### src/rtl/pc_sequencer.sv
// ============================================================================
// Module   : pc_sequencer
// Purpose  : Architectural fetch-PC register and next-PC control for one core.
//            Presents the PC to instruction fetch with a valid/ready
//            handshake and time-shares a single external 32-bit adder
//            between sequential increment (PC + INSTR_BYTES) and redirect
//            target computation (base + offset).
//            Per-cycle priority: redirect > halt > stall > increment.
// Revision : 1.0 - initial release
// ----------------------------------------------------------------------------
// Parameters
//   RESET_VECTOR    PC loaded on reset
//   INSTR_BYTES     sequential increment (power of two, 1..4)
// Ports
//   clk             clock, all state updates on the rising edge
//   rst_n           asynchronous active-low reset
//   add_a/add_b     adder operands (combinational from state/registers)
//   add_cin         adder carry-in, tied to 0
//   add_y/add_cout  adder sum / carry-out, same-cycle combinational return
//   redir_valid     redirect request qualifier (single cycle)
//   redir_base      redirect base
//   redir_offset    redirect offset, two's complement
//   stall           hold PC and suppress fetch
//   halt            stop fetching until the next redirect
//   fetch_valid     fetch request valid this cycle
//   fetch_ready     fetch accepted this cycle
//   fetch_pc        address of requested instruction (the PC register)
//   pc_wrap         sticky: a sequential increment carried out of bit 31
//   redir_misalign  one-cycle pulse: redirect target low bits were nonzero
// ============================================================================
`default_nettype none

module pc_sequencer #(
  parameter logic [31:0] RESET_VECTOR = 32'h0000_0000,
  parameter int          INSTR_BYTES  = 4
) (
  input  logic        clk,
  input  logic        rst_n,
  output logic [31:0] add_a,
  output logic [31:0] add_b,
  output logic        add_cin,
  input  logic [31:0] add_y,
  input  logic        add_cout,
  input  logic        redir_valid,
  input  logic [31:0] redir_base,
  input  logic [31:0] redir_offset,
  input  logic        stall,
  input  logic        halt,
  output logic        fetch_valid,
  input  logic        fetch_ready,
  output logic [31:0] fetch_pc,
  output logic        pc_wrap,
  output logic        redir_misalign
);

  // Sequential increment and the mask of PC bits that must be zero for an
  // instruction-aligned address (empty when INSTR_BYTES == 1).
  localparam logic [31:0] c_INC      = 32'(INSTR_BYTES);
  localparam logic [31:0] c_LOW_MASK = 32'(INSTR_BYTES - 1);

  typedef enum logic [1:0] {
    S_BOOT   = 2'd0,
    S_RUN    = 2'd1,
    S_REDIR  = 2'd2,
    S_HALTED = 2'd3
  } state_t;

  // --------------------------------------------------------------------------
  // State and registers
  // --------------------------------------------------------------------------
  state_t      r_state;
  logic [31:0] r_pc;
  logic [31:0] r_base;
  logic [31:0] r_offset;
  logic        r_pc_wrap;
  logic        r_misalign;

  // Next-state / combinational values
  state_t      w_state_nxt;
  logic [31:0] w_pc_nxt;
  logic [31:0] w_base_nxt;
  logic [31:0] w_offset_nxt;
  logic        w_pc_wrap_nxt;
  logic        w_misalign_nxt;
  logic        w_fetch_valid;
  logic [31:0] w_add_a;
  logic [31:0] w_add_b;
  logic [31:0] w_target_low;

  // Low bits of the redirect sum that alignment will discard.
  assign w_target_low = add_y & c_LOW_MASK;

  // --------------------------------------------------------------------------
  // Next-state and output logic
  // --------------------------------------------------------------------------
  always_comb begin
    w_state_nxt    = r_state;
    w_pc_nxt       = r_pc;
    w_base_nxt     = r_base;
    w_offset_nxt   = r_offset;
    w_pc_wrap_nxt  = r_pc_wrap;
    w_misalign_nxt = 1'b0;
    w_fetch_valid  = 1'b0;
    // The adder increments the PC unless a redirect target is being formed.
    w_add_a        = r_pc;
    w_add_b        = c_INC;

    case (r_state)
      S_BOOT: begin
        // One dead cycle after reset release before the first fetch.
        w_state_nxt = S_RUN;
      end

      S_RUN: begin
        w_fetch_valid = !stall && !redir_valid && !halt;
        if (redir_valid) begin
          // A concurrent fetch_ready is not a transfer: fetch_valid is low.
          w_base_nxt   = redir_base;
          w_offset_nxt = redir_offset;
          w_state_nxt  = S_REDIR;
        end else if (halt) begin
          w_state_nxt = S_HALTED;
        end else if (!stall && fetch_ready) begin
          w_pc_nxt = add_y;
          if (add_cout) begin
            w_pc_wrap_nxt = 1'b1;
          end
        end
      end

      S_REDIR: begin
        w_add_a = r_base;
        w_add_b = r_offset;
        if (redir_valid) begin
          // Newest redirect wins; the target being formed now is dropped.
          w_base_nxt   = redir_base;
          w_offset_nxt = redir_offset;
        end else begin
          // Target wraps mod 2^32; carry-out deliberately ignored here.
          w_pc_nxt       = add_y & ~c_LOW_MASK;
          w_misalign_nxt = |w_target_low;
          w_state_nxt    = S_RUN;
        end
      end

      S_HALTED: begin
        // Only a redirect leaves HALTED; stall is irrelevant here.
        if (redir_valid) begin
          w_base_nxt   = redir_base;
          w_offset_nxt = redir_offset;
          w_state_nxt  = S_REDIR;
        end
      end

      default: begin
        w_state_nxt = S_BOOT;
      end
    endcase
  end

  // --------------------------------------------------------------------------
  // Registers
  // --------------------------------------------------------------------------
  always_ff @(posedge clk or negedge rst_n) begin
    if (!rst_n) begin
      r_state    <= S_BOOT;
      r_pc       <= RESET_VECTOR;
      r_base     <= 32'h0000_0000;
      r_offset   <= 32'h0000_0000;
      r_pc_wrap  <= 1'b0;
      r_misalign <= 1'b0;
    end else begin
      r_state    <= w_state_nxt;
      r_pc       <= w_pc_nxt;
      r_base     <= w_base_nxt;
      r_offset   <= w_offset_nxt;
      r_pc_wrap  <= w_pc_wrap_nxt;
      r_misalign <= w_misalign_nxt;
    end
  end

  // --------------------------------------------------------------------------
  // Outputs
  // --------------------------------------------------------------------------
  assign add_a          = w_add_a;
  assign add_b          = w_add_b;
  assign add_cin        = 1'b0;
  assign fetch_valid    = w_fetch_valid;
  assign fetch_pc       = r_pc;
  assign pc_wrap        = r_pc_wrap;
  assign redir_misalign = r_misalign;

endmodule

`default_nettype wire

### config.mk
export PLATFORM = sky130hd
export DESIGN_NAME = pc_sequencer
export DESIGN_NICKNAME = d
export VERILOG_FILES = /design/src/rtl/pc_sequencer.sv
export SDC_FILE = /design/constraint.sdc
export NUM_CORES = 1
export LEC_CHECK = 0
export CORE_MARGIN = 2
export CORE_UTILIZATION = 49
export CTS_CLUSTER_DIAMETER = 60
export DETAILED_ROUTE_END_ITERATION = 8
export GPL_ROUTABILITY_DRIVEN = 0
export PLACE_DENSITY_LB_ADDON = 0.08
export SYNTH_ARGS = -nofsm -noshare
export SYNTH_HDL_FRONTEND = slang
export SYNTH_SLANG_ARGS = --single-unit
### constraint.sdc
create_clock -name clk -period 2.1 [get_ports clk]
set_input_delay 0.315 -clock clk [delete_from_list [all_inputs] [get_ports clk]]
set_output_delay 0.315 -clock clk [all_outputs]
set_load 0.02 [all_outputs]
==> run_1/route_heat.png <==
The die is cut into 22 by 22 equal tiles; dark blue is low, red is high, scaled to the fullest tile. Values are wire area over tile area, all layers added.
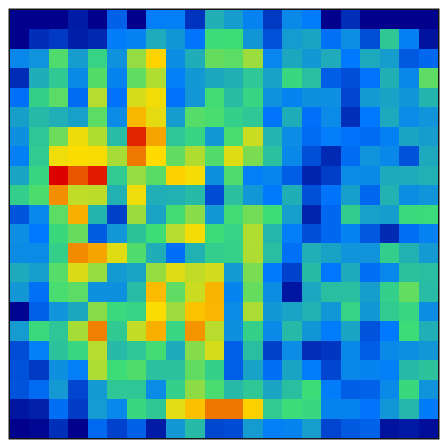
The densest ninth of the die: west. 24% of the tiles are over half the peak. The emptiest ninth of the die: north-east.
sum of routed wire length over all layers: 16.29 mm
Tot GR Track Use: 0.2615
via count: 5038

==> run_1/clock_wires.png <==
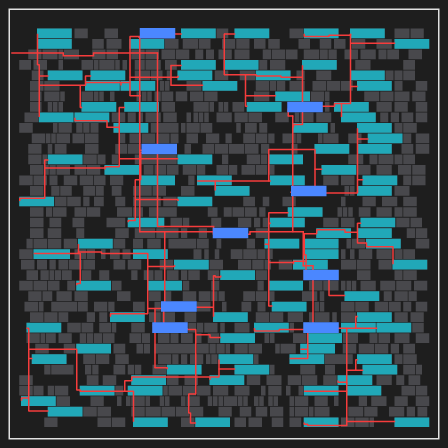
Cyan is flip-flops, count 100. Red is clock wires, length 1240 µm. Blue is clock-net drivers, count 9.
Position of the flops: spread over the die.
clock network power share: 0.280
clock group power: 1710 µW
Clk Latency, worst-skew pair: 340 ps
Clock Skews: 8.775 ps

==> run_1/placed.png <==
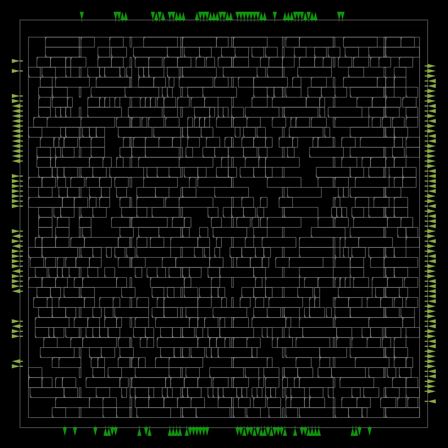
area of the core region: 10980 µm²
flip-flops: 100

==> run_1/sizing.png <==
The bar under the picture is 20 µm long.
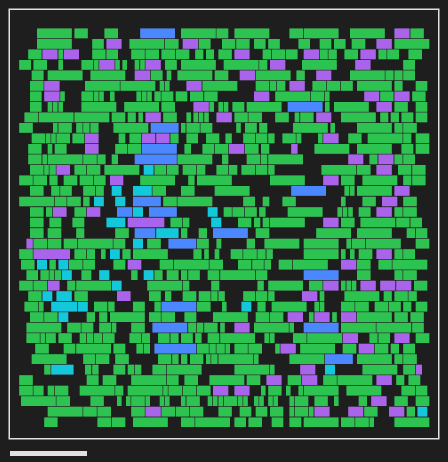
Purple is x2, cells 80, share 11%. Cyan is x3 and x4, cells 27, share 3.7%. Blue is x6 and larger, cells 18, share 2.5%. Green is x1 and smaller, cells 609, share 83%.
final design area excluding fillers: 8025 µm²
area delta synth->final: 43.72%

==> tab_implementation.tex, run 1 <==
% Table of physical implementation metrics
\begin{tabular}{lr}
\hline
Metric & Value \\
\hline
\multicolumn{2}{l}{\textbf{Final timing}} \\
Remaining max-slew budget at the tightest pin & 0.6579 \\
Slew at the pin closest to its max-slew limit & slightly above 500 ps \\
Highest clock frequency the design can meet & 0.4915 GHz \\
Final clock period utilization by the worst path & 0.9688 \\
Max-slew violations & 0 \\
Fin Hold WS & 246.0 ps \\
RSZ-0062 raised after global routing & no \\
Summed negative setup slack over all endpoints & 0 ps \\
Final worst-path setup slack & about 66 ps \\
Time the worst path needs with I/O delays and setup & 2034 ps \\
\multicolumn{2}{l}{\textbf{Worst setup path}} \\
Critical path data required time & 1780 ps \\
Critical path launch point & r\_state[1] \\
Reg-to-Reg End & fetch\_pc[7] \\
Startpoint of the lowest-slack register-to-register path & r\_state[1] \\
Critical path depth & 4 \\
Worst Reg-to-Reg Cells & 5 \\
Category of the most critical setup path & reg -> out \\
CP Buf/Inv Count & 2 \\
Kind of cell adding the most delay to the critical path & buffers and inverters \\
\multicolumn{2}{l}{\textbf{GRT}} \\
GR Util met3 & 0.03718 \\
Via count of the first global-routing pass & 5035 \\
Largest net degree at the start of global routing & 66 \\
Initial antenna violation count & 0 \\
Remaining global-route overflow & 0 \\
\multicolumn{2}{l}{\textbf{Routing}} \\
Detailed route wirelength on metal3 & a little over 1 mm \\
Wire length per cell after detailed routing & roughly 19 µm \\
Antenna violation net count after detailed routing & 0 \\
Highest metal layer with signal wires & met4 \\
Remaining routing DRC violations & 0 \\
\multicolumn{2}{l}{\textbf{Die}} \\
Core Util at FP & 0.5084 \\
Area of the chip & 12270 µm² \\
Number of placement rows & 38 \\
\multicolumn{2}{l}{\textbf{Logic synthesis}} \\
Most frequent cells after synthesis & 100 x sky130\_fd\_sc\_hd\_\_dfrtp\_1, 96 x sky130\_fd\_sc\_hd\_\_nand2\_1, 64 x sky130\_fd\_sc\_hd\_\_mux2\_2 \\
Proportion of synthesized flip-flops having asynchronous set or reset & 1.000 \\
Post-synthesis mux area share & 0.1326 \\
Portion of synthesized cell area occupied by the leading cell type & 0.4481 \\
Ys Warns & 0 \\
Gate count after technology mapping & 546 \\
Mapped Area & 5584 µm² \\
Count of state elements after synthesis & 100 \\
Post-synth cell types & 30 \\
Largest cells by area & sky130\_fd\_sc\_hd\_\_dfrtp\_1 45\%, sky130\_fd\_sc\_hd\_\_mux2\_2 13\%, sky130\_fd\_sc\_hd\_\_and2\_1 6.9\% \\
\multicolumn{2}{l}{\textbf{Cells and area}} \\
Non-filler cells in the finished layout & 874 \\
Layout cells sized above 1 & 0.1703 \\
Comb area share & 0.3510 \\
Top cell class by occupied area & logic gates \\
Clock-cell share of area & 0.03664 \\
Commonest cells after routing, fill and taps aside & 134 x sky130\_fd\_sc\_hd\_\_clkdlybuf4s50\_1, 98 x sky130\_fd\_sc\_hd\_\_dfrtp\_1, 96 x sky130\_fd\_sc\_hd\_\_nand2\_1 \\
Count of non-CTS inverters in the layout & 2 \\
Most used logic cell in the final layout & sky130\_fd\_sc\_hd\_\_clkdlybuf4s50\_1 \\
Total number of multi-input combinational cells & approximately 390 \\
Portion of the layout cell area used by non-clock buffers & 0.2775 \\
Number of filler cells placed in the layout & between 800 and 900 \\
\multicolumn{2}{l}{\textbf{Power}} \\
Power in sequential cells & 2390 µW \\
Max rail drop VDD & around 0.43 mV \\
Biggest consumer & sequential cells \\
Net Sw Power & 1904 µW \\
Pwr/cell area & 759.7 nW/µm² \\
\multicolumn{2}{l}{\textbf{Hold path}} \\
Number of cells on the worst hold path & 3 \\
Startpoint of the lowest-slack hold path & redir\_valid \\
Worst Hold Class & in -> reg \\
\multicolumn{2}{l}{\textbf{Placed design}} \\
Count of placed standard cells including taps & 860 \\
\multicolumn{2}{l}{\textbf{Clocking}} \\
Level count of the clock H-tree & 3 \\
Number of clock buffers inserted by TritonCTS & 9 \\
Clock transition at the registers of the reported paths & 70 ps \\
CTS-repair resized insts & $\sim$70 \\
Setup repair bufs after CTS & 0 \\
Clock tree from TritonCTS & built \\
\multicolumn{2}{l}{\textbf{Flow run}} \\
Number of warnings the tools reported & 26 \\
\multicolumn{2}{l}{\textbf{Outcome}} \\
Result of the run & finished, final reports clean \\
\hline
\end{tabular}
==> run 2: changes to the inputs <==
--- a/config.mk
+++ b/config.mk
@@ -5,12 +5,13 @@
 export SDC_FILE = /design/constraint.sdc
 export NUM_CORES = 1
 export LEC_CHECK = 0
+export CAP_MARGIN = 20
 export CORE_MARGIN = 2
 export CORE_UTILIZATION = 49
 export CTS_CLUSTER_DIAMETER = 60
 export DETAILED_ROUTE_END_ITERATION = 8
 export GPL_ROUTABILITY_DRIVEN = 0
-export PLACE_DENSITY_LB_ADDON = 0.08
+export PLACE_DENSITY = 0.86
 export SYNTH_ARGS = -nofsm -noshare
 export SYNTH_HDL_FRONTEND = slang
 export SYNTH_SLANG_ARGS = --single-unit
==> run 2 against run 1 <==
Non-clock buffer count unchanged. Hold slack improved by 94 ps. Die area unchanged. Total power increased by 0.92%. Critical path depth unchanged. Sequential power about the same. Combinational power about the same. Fmax decreased by 1.3%. Via count increased by 1.8%. Count of clock-buffer cells in the layout increased by 2. Worst setup slack got worse by 27 ps. Critical endpoint is now add_b[6]. Largest cell class unchanged.
==> tab_implementation.tex, run 2 <==
% Table of physical implementation metrics
\begin{tabular}{lr}
\hline
Metric & Value \\
\hline
\multicolumn{2}{l}{\textbf{Clocking}} \\
CTS-repair resized insts & 68 (-2.9\%) \\
Number of clock sinks seen by CTS & 100 \\
Clock tree from TritonCTS & built \\
Clock transition at the registers of the reported paths & 60 ps (about the same) \\
Level count of the clock H-tree & 3 (unchanged) \\
Setup repair bufs after CTS & 2 (+2) \\
Number of clock buffers inserted by TritonCTS & 9 (unchanged) \\
\multicolumn{2}{l}{\textbf{Logic synthesis}} \\
Ys Warns & 0 (unchanged) \\
Largest cells by area & sky130\_fd\_sc\_hd\_\_dfrtp\_1 45\%, sky130\_fd\_sc\_hd\_\_mux2\_2 13\%, sky130\_fd\_sc\_hd\_\_and2\_1 6.9\% \\
Comb area leader & simple AND/OR/NAND/NOR gates \\
Count of state elements after synthesis & 100 (unchanged) \\
Proportion of synthesized flip-flops having asynchronous set or reset & 1.000 (unchanged) \\
Compound-Gate Fraction of Synth Area & 0.05467 \\
Post-synth cell types & 30 (unchanged) \\
Cell taking the most area after synthesis & sky130\_fd\_sc\_hd\_\_dfrtp\_1 \\
Portion of synthesized cell area occupied by the leading cell type & 0.4481 (unchanged) \\
Gate count after technology mapping & 546 (unchanged) \\
Most frequent cells after synthesis & 100 x sky130\_fd\_sc\_hd\_\_dfrtp\_1, 96 x sky130\_fd\_sc\_hd\_\_nand2\_1, 64 x sky130\_fd\_sc\_hd\_\_mux2\_2 \\
Mapped Area & 5584 µm² (unchanged) \\
Post-synthesis mux area share & 0.1326 (unchanged) \\
\multicolumn{2}{l}{\textbf{Final timing}} \\
Summed negative setup slack over all endpoints & 0 ps (unchanged) \\
Highest clock frequency the design can meet & 0.4852 GHz (-1.3\%) \\
Final clock period utilization by the worst path & 0.9815 (+0.01275) \\
Remaining max-slew budget at the tightest pin & 0.6618 (+0.003913) \\
Max-slew violations & 0 (unchanged) \\
Time the worst path needs with I/O delays and setup & 2061 ps (+26.77 ps) \\
Fin Hold WS & 340.0 ps (+93.97 ps) \\
Slew at the pin closest to its max-slew limit & 507.2 ps (-5.870 ps) \\
RSZ-0062 raised after global routing & no \\
Final worst-path setup slack & 38.78 ps (-26.77 ps) \\
Endpoints failing hold & 0 \\
\multicolumn{2}{l}{\textbf{GRT}} \\
Largest net degree at the start of global routing & 97 (+47\%) \\
Via count of the first global-routing pass & 5215 (+3.6\%) \\
Wire length of the first global-routing pass & 26.71 mm \\
Initial antenna violation count & 0 (unchanged) \\
GR Util met3 & 0.06014 (+0.02296) \\
Remaining global-route overflow & 0 (unchanged) \\
\multicolumn{2}{l}{\textbf{Cells and area}} \\
Final design area excluding fillers & 8049 µm² (+0.30\%) \\
Layout cells sized above 1 & 0.1750 (+0.004734) \\
Count of non-CTS inverters in the layout & 2 (unchanged) \\
Commonest cells after routing, fill and taps aside & 134 x sky130\_fd\_sc\_hd\_\_clkdlybuf4s50\_1, 98 x sky130\_fd\_sc\_hd\_\_dfrtp\_1, 96 x sky130\_fd\_sc\_hd\_\_nand2\_1 \\
Logic area & 2816 µm² \\
Portion of the layout cell area used by non-clock buffers & 0.2764 (-0.001131) \\
Non-filler cells in the finished layout & 877 (+0.34\%) \\
Total number of multi-input combinational cells & 390 (unchanged) \\
Comb area share & 0.3499 (-0.001036) \\
Number of ordinary and repair buffers in the finished layout & between 200 and 250 \\
Number of filler cells placed in the layout & 792 (-4.7\%) \\
Most used logic cell in the final layout & sky130\_fd\_sc\_hd\_\_clkdlybuf4s50\_1 \\
Clock-cell share of area & 0.03979 (+0.003156) \\
Top cell class by occupied area & logic gates \\
Flip-flops & 100 (unchanged) \\
Area delta synth->final & 44.14\% \\
\multicolumn{2}{l}{\textbf{Worst setup path}} \\
Critical path depth & 4 (unchanged) \\
Startpoint of the lowest-slack register-to-register path & r\_state[0] \\
Kind of cell adding the most delay to the critical path & buffers and inverters \\
Worst Reg-to-Reg Cells & 4 (-1) \\
Critical path data required time & 1780 ps (about the same) \\
Reg-to-Reg End & r\_offset[22] \\
Category of the most critical setup path & reg -> out \\
CP Buf/Inv Count & 2 (unchanged) \\
Critical path launch point & r\_state[1] \\
\multicolumn{2}{l}{\textbf{Power}} \\
Net Sw Power & 1963 µW (+3.1\%) \\
Biggest consumer & sequential cells \\
Max rail drop VDD & 0.5439 mV (+27\%) \\
Power of the combinational group & roughly 2000 µW \\
Pwr/cell area & 764.5 nW/µm² (+0.63\%) \\
Total leakage power & $\sim$0.0035 µW \\
\multicolumn{2}{l}{\textbf{Routing}} \\
Drt first pass iters & 5 \\
Remaining routing DRC violations & 0 (unchanged) \\
Highest metal layer with signal wires & met4 \\
Detailed route wirelength on metal3 & 1.165 mm (+15\%) \\
Antenna violation net count after detailed routing & 0 (unchanged) \\
\multicolumn{2}{l}{\textbf{Die}} \\
Number of placement rows & 38 (unchanged) \\
Area of the chip & 12270 µm² (unchanged) \\
Area of the core region & 10980 µm² (unchanged) \\
Core Util at FP & 0.5084 (unchanged) \\
\multicolumn{2}{l}{\textbf{Hold path}} \\
Number of cells on the worst hold path & 3 (unchanged) \\
Worst Hold Class & in -> reg \\
End point of the most critical hold path & r\_state[1] \\
Startpoint of the lowest-slack hold path & redir\_valid \\
\multicolumn{2}{l}{\textbf{Flow run}} \\
Number of warnings the tools reported & 26 (unchanged) \\
\multicolumn{2}{l}{\textbf{Placed design}} \\
Count of placed standard cells including taps & 858 (-0.23\%) \\
Area after DPL & 7781 µm² \\
\multicolumn{2}{l}{\textbf{Outcome}} \\
Result of the run & finished, final reports clean \\
\hline
\end{tabular}
==> run_2/route_heat.png <==
The die is cut into 22 by 22 equal tiles; dark blue is low, red is high, scaled to the fullest tile. Values are wire area over tile area, all layers added.
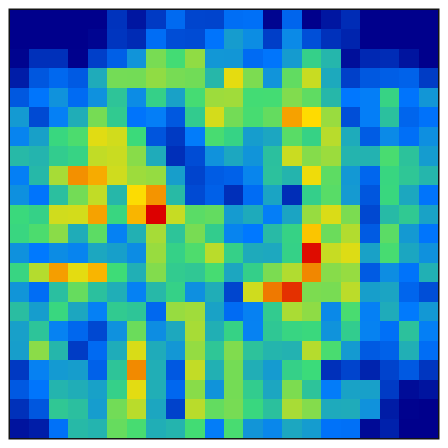
27% of the tiles are over half the peak. The fullest tile reaches 0.59. The mean over all tiles is 0.22. The densest ninth of the die: west. 5.6% of the tiles are nearly empty.
via count: 5130
wire length per cell after detailed routing: 19.08 µm
Tot GR Track Use: 0.2689
sum of routed wire length over all layers: 16.74 mm

==> run_2/clock_wires.png <==
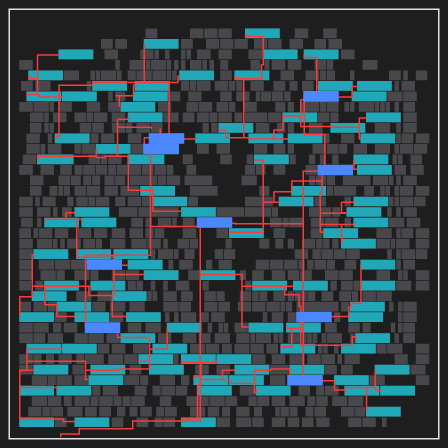
Cyan is flip-flops, count 100. Red is clock wires, length 1210 µm. Blue is clock-net drivers, count 9.
Position of the flops: spread over the die.
Clock Skews: 6.907 ps
Clk Latency, worst-skew pair: 350 ps
clock network power share: 0.286
clock group power: 1760 µW

==> run_2/ff_map.png <==
The bar under the picture is 20 µm long. Other sequential cells in the stronger grey, the rest of the logic in the fainter grey.
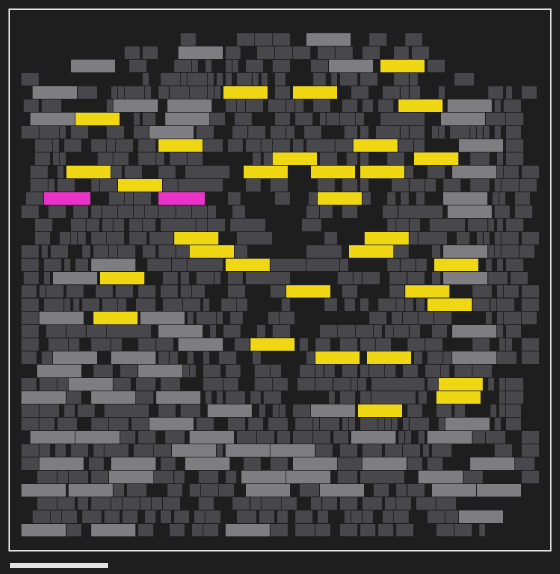
Magenta is r_state, placed flops 2. Yellow is fetch_pc, placed flops 32.
power in sequential cells: 2400 µW
share of cell area taken by flip-flops and latches: 0.3112

==> run 3: changes to the inputs <==
--- a/config.mk
+++ b/config.mk
@@ -7,11 +7,11 @@
 export LEC_CHECK = 0
 export CAP_MARGIN = 20
 export CORE_MARGIN = 2
-export CORE_UTILIZATION = 49
+export CORE_UTILIZATION = 45
 export CTS_CLUSTER_DIAMETER = 60
 export DETAILED_ROUTE_END_ITERATION = 8
 export GPL_ROUTABILITY_DRIVEN = 0
-export PLACE_DENSITY = 0.86
+export PLACE_DENSITY = 0.8
 export SYNTH_ARGS = -nofsm -noshare
 export SYNTH_HDL_FRONTEND = slang
 export SYNTH_SLANG_ARGS = --single-unit
==> constraint.sdc (replaced) <==
create_clock -name clk -period 1.9 [get_ports clk]
set_input_delay 0.285 -clock clk [delete_from_list [all_inputs] [get_ports clk]]
set_output_delay 0.285 -clock clk [all_outputs]
set_load 0.02 [all_outputs]
==> run 3 against run 2 <==
Non-clock buffer count rose by 12. Clock skew rose by 0.82 ps. Register-to-register slack got worse by 320 ps. Hold slack improved by 97 ps. Cell count rose by 4.6%. Global-route usage fell by 1.3 points. Flip-flop count did not move.
==> tab_implementation.tex, run 3 <==
% Table of physical implementation metrics
\begin{tabular}{lr}
\hline
Metric & Value \\
\hline
\multicolumn{2}{l}{\textbf{Die}} \\
Die y size & 115.4 µm \\
Number of placement rows & 40 (+5.3\%) \\
Area of the chip & 13320 µm² (+8.6\%) \\
Core Util at FP & 0.4630 (-0.04546) \\
\multicolumn{2}{l}{\textbf{Cells and area}} \\
Comb area share & 0.3552 (+0.005248) \\
Top cell class by occupied area & logic gates \\
Flip-flops & 100 (unchanged) \\
Commonest cells after routing, fill and taps aside & 134 x sky130\_fd\_sc\_hd\_\_clkdlybuf4s50\_1, 99 x sky130\_fd\_sc\_hd\_\_dfrtp\_1, 95 x sky130\_fd\_sc\_hd\_\_nand2\_1 \\
Portion of the layout cell area used by non-clock buffers & 0.2701 (-0.006294) \\
Clock-cell share of area & 0.03400 (-0.005798) \\
Non-filler cells in the finished layout & 917 (+4.6\%) \\
Logic area & 2836 µm² (+0.71\%) \\
Layout cells sized above 1 & 0.2710 (+0.09599) \\
Count of non-CTS inverters in the layout & 2 (unchanged) \\
Total number of multi-input combinational cells & 390 (unchanged) \\
Most used logic cell in the final layout & sky130\_fd\_sc\_hd\_\_clkdlybuf4s50\_1 \\
\multicolumn{2}{l}{\textbf{Worst setup path}} \\
Kind of cell adding the most delay to the critical path & buffers and inverters \\
Critical path depth & 6 (+2) \\
Critical path data required time & 1620 ps (-160 ps) \\
Category of the most critical setup path & reg -> out \\
Critical path launch point & r\_state[1] \\
Worst Reg-to-Reg Cells & 7 (+3) \\
Startpoint of the lowest-slack register-to-register path & r\_state[1] \\
CP Buf/Inv Count & 3 (+1) \\
Reg-to-Reg End & fetch\_pc[27] \\
Setup crit end & add\_a[0] \\
\multicolumn{2}{l}{\textbf{GRT}} \\
Via count of the first global-routing pass & 5142 (-1.4\%) \\
Largest net degree at the start of global routing & 97 (unchanged) \\
GR Util met3 & 0.03585 (-0.02430) \\
Tot GR Track Use & 0.2558 (-0.01304) \\
Wire length of the first global-routing pass & 26.82 mm (+0.42\%) \\
Initial antenna violation count & 0 (unchanged) \\
Remaining global-route overflow & 0 (unchanged) \\
\multicolumn{2}{l}{\textbf{Logic synthesis}} \\
Mapped Area & 5584 µm² (unchanged) \\
Leading cell type by number of instances after synthesis & sky130\_fd\_sc\_hd\_\_dfrtp\_1 \\
Proportion of synthesized flip-flops having asynchronous set or reset & 1.000 (unchanged) \\
Compound-Gate Fraction of Synth Area & 0.05467 (unchanged) \\
Xor-xnor portion of the synthesized cell area & 0 \\
Comb area leader & simple AND/OR/NAND/NOR gates \\
Post-synthesis mux area share & 0.1326 (unchanged) \\
Synthesized area per cell & 10.23 µm² \\
Most frequent cells after synthesis & 100 x sky130\_fd\_sc\_hd\_\_dfrtp\_1, 96 x sky130\_fd\_sc\_hd\_\_nand2\_1, 64 x sky130\_fd\_sc\_hd\_\_mux2\_2 \\
Count of state elements after synthesis & 100 (unchanged) \\
Gate count after technology mapping & 546 (unchanged) \\
Ys Warns & 0 (unchanged) \\
Largest cells by area & sky130\_fd\_sc\_hd\_\_dfrtp\_1 45\%, sky130\_fd\_sc\_hd\_\_mux2\_2 13\%, sky130\_fd\_sc\_hd\_\_and2\_1 6.9\% \\
Cell taking the most area after synthesis & sky130\_fd\_sc\_hd\_\_dfrtp\_1 \\
Portion of synthesized cell area occupied by the leading cell type & 0.4481 (unchanged) \\
Post-synth cell types & 30 (unchanged) \\
\multicolumn{2}{l}{\textbf{Routing}} \\
Wire length per cell after detailed routing & 19.10 µm (about the same) \\
Highest metal layer with signal wires & met4 \\
Via count & 5175 (+0.88\%) \\
Sum of routed wire length over all layers & 17.52 mm (+4.7\%) \\
Remaining routing DRC violations & 0 (unchanged) \\
Antenna violation net count after detailed routing & 0 (unchanged) \\
Drt first pass iters & 5 (unchanged) \\
Detailed route wirelength on metal3 & 1.440 mm (+24\%) \\
\multicolumn{2}{l}{\textbf{Hold path}} \\
Startpoint of the lowest-slack hold path & redir\_valid \\
Worst Hold Class & in -> reg \\
End point of the most critical hold path & r\_state[1] \\
Number of cells on the worst hold path & 4 (+1) \\
\multicolumn{2}{l}{\textbf{Clocking}} \\
Clock tree from TritonCTS & built \\
CTS-repair resized insts & 234 (+240\%) \\
Number of clock buffers inserted by TritonCTS & 9 (unchanged) \\
Number of clock sinks seen by CTS & 100 (unchanged) \\
Clock transition at the registers of the reported paths & 60 ps (about the same) \\
Setup repair bufs after CTS & 3 (+1) \\
Level count of the clock H-tree & 3 (unchanged) \\
\multicolumn{2}{l}{\textbf{Placed design}} \\
Count of placed standard cells including taps & 891 (+3.8\%) \\
Area after DPL & 7854 µm² (+0.93\%) \\
Pre-CTS WS & -45.02 ps \\
\multicolumn{2}{l}{\textbf{Outcome}} \\
Result of the run & finished, final reports clean \\
\multicolumn{2}{l}{\textbf{Power}} \\
Net Sw Power & 2183 µW (+11\%) \\
Max rail drop VDD & 0.4490 mV (-17\%) \\
Pwr/cell area & 830.0 nW/µm² (+8.6\%) \\
Power in sequential cells & 2650 µW (+10\%) \\
Total leakage power & 0.003468 µW (-0.50\%) \\
Power of the combinational group & 2270 µW (+14\%) \\
Biggest consumer & sequential cells \\
Total power & 6628 µW \\
\multicolumn{2}{l}{\textbf{Final timing}} \\
Highest clock frequency the design can meet & 0.5429 GHz \\
Max-slew violations & 0 (unchanged) \\
Remaining max-slew budget at the tightest pin & 0.6581 (-0.003749) \\
Summed negative setup slack over all endpoints & 0 ps (unchanged) \\
Time the worst path needs with I/O delays and setup & 1842 ps \\
Slew at the pin closest to its max-slew limit & 512.9 ps (+5.624 ps) \\
Fin Hold WS & 436.6 ps (+96.64 ps) \\
Endpoints failing hold & 0 (unchanged) \\
Final clock period utilization by the worst path & 0.9695 \\
\multicolumn{2}{l}{\textbf{Flow run}} \\
Number of warnings the tools reported & 27 (+3.8\%) \\
\hline
\end{tabular}
==> run_3/placed.png <==
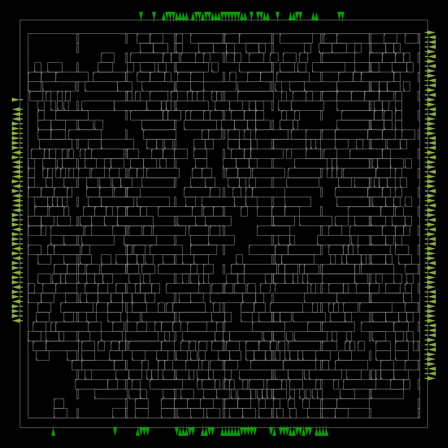
number of filler cells placed in the layout: 974
share of cell area taken by flip-flops and latches: 0.3135
final core utilization: 0.6621
area of the core region: 12060 µm²

==> run_3/clock_wires.png <==
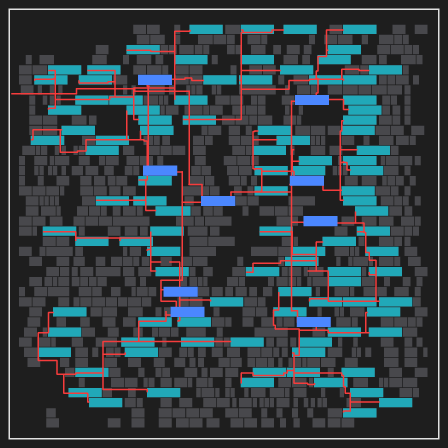
Blue is clock-net drivers, count 9. Red is clock wires, length 1210 µm. Cyan is flip-flops, count 100.
There are 10 routed clock nets. Position of the flops: spread over the die.
clock group power: 1710 µW
clock network power share: 0.258
Clk Latency, worst-skew pair: 340 ps
Clock Skews: 7.729 ps

==> run_3/sizing.png <==
The bar under the picture is 20 µm long.
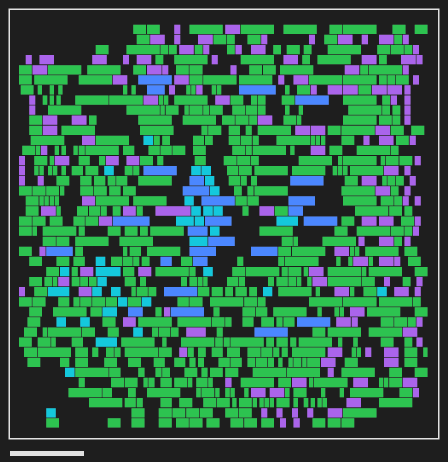
Purple is x2, cells 143, share 19%. Blue is x6 and larger, cells 26, share 3.5%. Green is x1 and smaller, cells 546, share 73%. Cyan is x3 and x4, cells 34, share 4.5%.
final design area excluding fillers: 7986 µm²
final worst-path setup slack: 57.99 ps
number of ordinary and repair buffers in the finished layout: 241
area delta synth->final: 43.02%

No activity file was given, so power comes from the tool's default toggle rates.
